--- src/rtl/idli_cmp_m.sv ---
// rtl/idli_cmp_m.sv - bit-serial compare unit writing condition results into the predicate register file.
module idli_cmp_m #(
    parameter int WIDTH = 16
) (
    input  logic       i_cmp_gck,
    input  logic       i_cmp_rst_n,
    input  logic       i_cmp_start,
    input  logic [2:0] i_cmp_op,
    input  logic [1:0] i_cmp_dst,
    input  logic       i_cmp_a,
    input  logic       i_cmp_b,
    output logic       o_cmp_busy,
    output logic [1:0] o_cmp_q,
    output logic       o_cmp_q_wr_en,
    output logic       o_cmp_q_data
);

    localparam int CW = (WIDTH > 2) ? $clog2(WIDTH) : 1;
    localparam logic [CW-1:0] LAST_BIT = CW'(WIDTH - 1);

    typedef enum logic [1:0] {
        ST_IDLE = 2'd0,
        ST_RUN  = 2'd1,
        ST_WB   = 2'd2
    } state_t;

    state_t        state_q;
    logic [CW-1:0] cnt_q;
    logic [2:0]    op_q;
    logic [1:0]    dst_q;
    logic          eq_q;
    logic          lt_q;
    logic          res_q;

    logic          bit_diff;
    logic          eq_d;
    logic          lt_d;
    logic          ltu_final;
    logic          lts_final;
    logic          res_d;

    assign bit_diff = i_cmp_a ^ i_cmp_b;

    // On the MSB the sign bit reverses the unsigned sense: a set A sign bit means A is smaller.
    always_comb begin
        eq_d      = eq_q & ~bit_diff;
        lt_d      = bit_diff ? i_cmp_b : lt_q;
        ltu_final = lt_d;
        lts_final = bit_diff ? i_cmp_a : lt_q;
        case (op_q)
            3'd0:    res_d = eq_d;
            3'd1:    res_d = ~eq_d;
            3'd2:    res_d = lts_final;
            3'd3:    res_d = ltu_final;
            3'd4:    res_d = ~lts_final;
            3'd5:    res_d = ~ltu_final;
            default: res_d = 1'b0;
        endcase
    end

    always_ff @(posedge i_cmp_gck or negedge i_cmp_rst_n) begin
        if (!i_cmp_rst_n) begin
            state_q <= ST_IDLE;
            cnt_q   <= '0;
            op_q    <= 3'd0;
            dst_q   <= 2'b00;
            eq_q    <= 1'b1;
            lt_q    <= 1'b0;
            res_q   <= 1'b0;
        end else begin
            case (state_q)
                ST_RUN: begin
                    eq_q <= eq_d;
                    lt_q <= lt_d;
                    if (cnt_q == LAST_BIT) begin
                        res_q   <= res_d;
                        cnt_q   <= '0;
                        state_q <= ST_WB;
                    end else begin
                        cnt_q <= cnt_q + 1'b1;
                    end
                end
                default: begin
                    // IDLE and WB both accept a start; in WB the pending write still uses the old regs.
                    if (i_cmp_start) begin
                        op_q    <= i_cmp_op;
                        dst_q   <= i_cmp_dst;
                        eq_q    <= ~bit_diff;
                        lt_q    <= ~i_cmp_a & i_cmp_b;
                        cnt_q   <= CW'(1);
                        state_q <= ST_RUN;
                    end else begin
                        state_q <= ST_IDLE;
                    end
                end
            endcase
        end
    end

    assign o_cmp_busy    = (state_q != ST_IDLE);
    assign o_cmp_q       = dst_q;
    assign o_cmp_q_data  = res_q;
    // Index 3 is the hardwired-true predicate and is never written.
    assign o_cmp_q_wr_en = (state_q == ST_WB) && (dst_q != 2'd3);

endmodule

--- config.mk ---
export PLATFORM = sky130hd
export DESIGN_NAME = idli_cmp_m
export DESIGN_NICKNAME = d
export VERILOG_FILES = /design/src/rtl/idli_cmp_m.sv
export SDC_FILE = /design/constraint.sdc
export NUM_CORES = 1
export LEC_CHECK = 0
export CORE_MARGIN = 2
export CORE_UTILIZATION = 52
export CTS_CLUSTER_DIAMETER = 30
export DETAILED_ROUTE_END_ITERATION = 8
export PLACE_DENSITY = 0.89
export SYNTH_ARGS = -nofsm -noshare
export SYNTH_HDL_FRONTEND = slang
export SYNTH_SLANG_ARGS = --single-unit
--- constraint.sdc ---
create_clock -name i_cmp_gck -period 2.6 [get_ports i_cmp_gck]
set_input_delay 0.26 -clock i_cmp_gck [delete_from_list [all_inputs] [get_ports i_cmp_gck]]
set_output_delay 0.26 -clock i_cmp_gck [all_outputs]
set_load 0.01 [all_outputs]
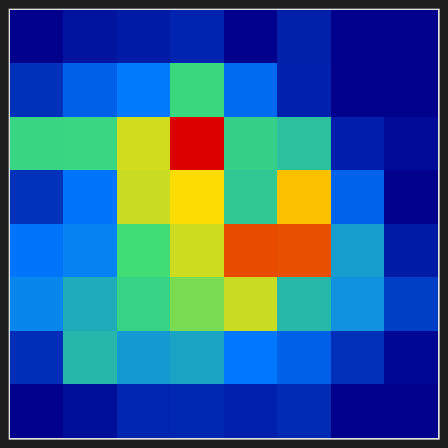
route_heat.png
8 x 8 tiles, from dark blue (low) to red (high), scaled to the fullest tile. Values are wire area over tile area, all layers added.
- mean over tiles: 0.13
- fullest tile: 0.45
- nearly empty tiles: 17%
- tiles over half the peak: 17%
GRT Total Usage: 18.9%
via count: 541
Post-Route WL: 1.36 mm

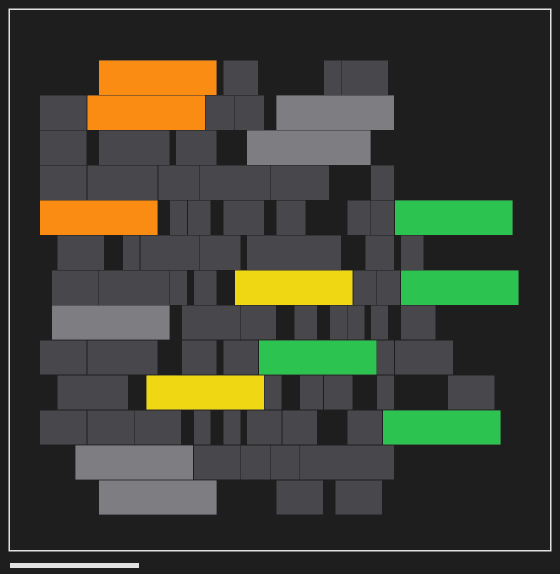
ff_map.png
Bar = 10 um. Other sequential cells in the stronger grey, the rest of the logic in the fainter grey.
- state_q: yellow (sequential cells 2)
- op_q: orange (sequential cells 3)
- cnt_q: green (sequential cells 4; where east)
- not coloured: 5
Seq. pwr: 401 uW
Util after Layout: 70.2%
FF/Latch Area: 352 um2
fraction of area in registers: 38.0%

==> results_dict.tcl <==
# place-and-route summary
set metrics [dict create \
    fin_crit_ns 1.77 \
    status "finished, final reports clean" \
    cts_buffer_depth 2 \
    tns_ns 0 \
    synthDistinctLibCells 29 \
    vias_per_cell 5.64 \
    synthMuxAreaShare_pct 12.0 \
    ys_top_cells_by_area "dfrtp_1 43%, mux2_4 12%, dfstp_2 3.5%, ha_1 3.3%, a21oi_1 2.7%" \
    h-tree-depth 1 \
    top_usage_layer "met2" \
    firstDrtPassIters 4 \
    antennaDiodeCount 0 \
    wl_met2_um 649 \
    p_sw_uw 350 \
    cp.arrival_ns 1.51 \
    adder_share_pct 3.33 \
    setup_slack_ns 0.825 \
    synth_warnings 0 \
    timing.hold.ws_ns 0.346 \
    die_w_um 42.0 \
    fin_skew_ns 0.0105 \
    crit_family "buffers and inverters" \
    maxCapViolCount 0 \
    path_clk_slew_ns 0.09 \
    synthTopLogicFamily "simple AND/OR/NAND/NOR gates" \
    power.internal_uw 616 \
    highest_layer "met4" \
    max_stage_delay_ns 0.57 \
    final_nets 94 \
    avgSynthCellArea_um2 11.7 \
    place.gp.congestion 0.758 \
    die_area_um2 1760 \
    mostFrequentLayoutCells "14 x clkdlybuf4s50_1, 13 x dfrtp_1, 6 x mux2_4" \
    grt_overflow 0 \
    powerDensity_nw_per_um2 1050 \
]
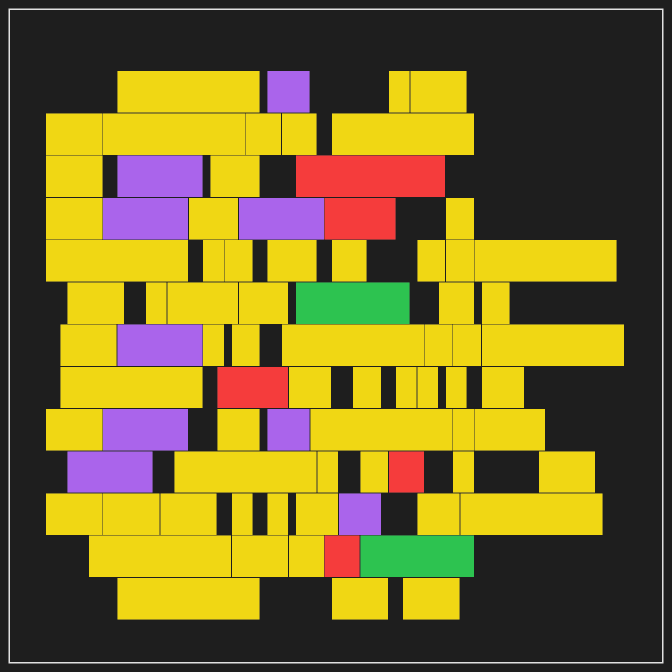
sizing.png
- x6 and larger: green (cells 2)
- x3 and x4: purple (cells 9)
- x2: red (cells 5)
- x1 and smaller: yellow (cells 65)

[how the worst max path moves through the flow]
stage,from,to,depth (start not counted)
global route,o_cmp_q[0],o_cmp_q_wr_en,2
finish,o_cmp_q[0],o_cmp_q_wr_en,2
floorplan,i_cmp_a,o_cmp_q_data,6
detailed placement,i_cmp_a,o_cmp_q_data,7
global placement,i_cmp_a,o_cmp_q_data,7
CTS,o_cmp_q[0],o_cmp_q_wr_en,2
[final cells by class]
type,instances,area (um2)
Clock buffer,4,26.3
Fill cell,88,393
Inverter,5,18.8
Multi-Input combinational cell,44,369
Sequential cell,14,352
Tap cell,15,18.8
Timing Repair Buffer,14,140
[power groups by stage]
stage               Clock, uW  Combinational, uW  Sequential (uW)
floorplan                   0                317              395
global placement            0                416              398
detailed placement          0                434              404
CTS                       136                436              400
global route              149                474              416
finish                    133                433              401
[logic make-up (layout without fill, tap and decap cells)]
group	Yosys count	in the layout
DFF	14	14
muxes	6	6
AOI/OAI and AO/OA	17	17
buffers and inverters	6	23
adders and majority gates	2	2
and+or+nand+nor	18	18
xor gates and xnor gates	1	1
[cells in the mapped netlist]
master,n
nand2_1,4
xnor2_1,1
o22ai_2,1
nor2_8,1
o21ai_1,4
nor2_2,1
mux2_4,6
o21ai_0,1
inv_1,5
a21o_1,2
and2b_1,1
or2_2,1
nand3b_1,1
nand2_8,1
nand2b_1,3
and2_1,1
a22o_1,1
nand4_1,1
o211ai_2,1
dfrtp_1,13
o311ai_1,1
a21oi_1,4
o32ai_1,1
a211oi_1,1
dfstp_2,1
nand3_1,1
ha_1,2
buf_6,1
nor2_1,2
[worst reg2reg max path: cells and delay by family, from the launching register on]
kind / cells / cell delay (ns)
flip-flops: 1 / 0.40
multiplexers: 1 / 0.32
AND/OR/NAND/NOR: 2 / 0.64
Power and IR drop assume default switching activity.
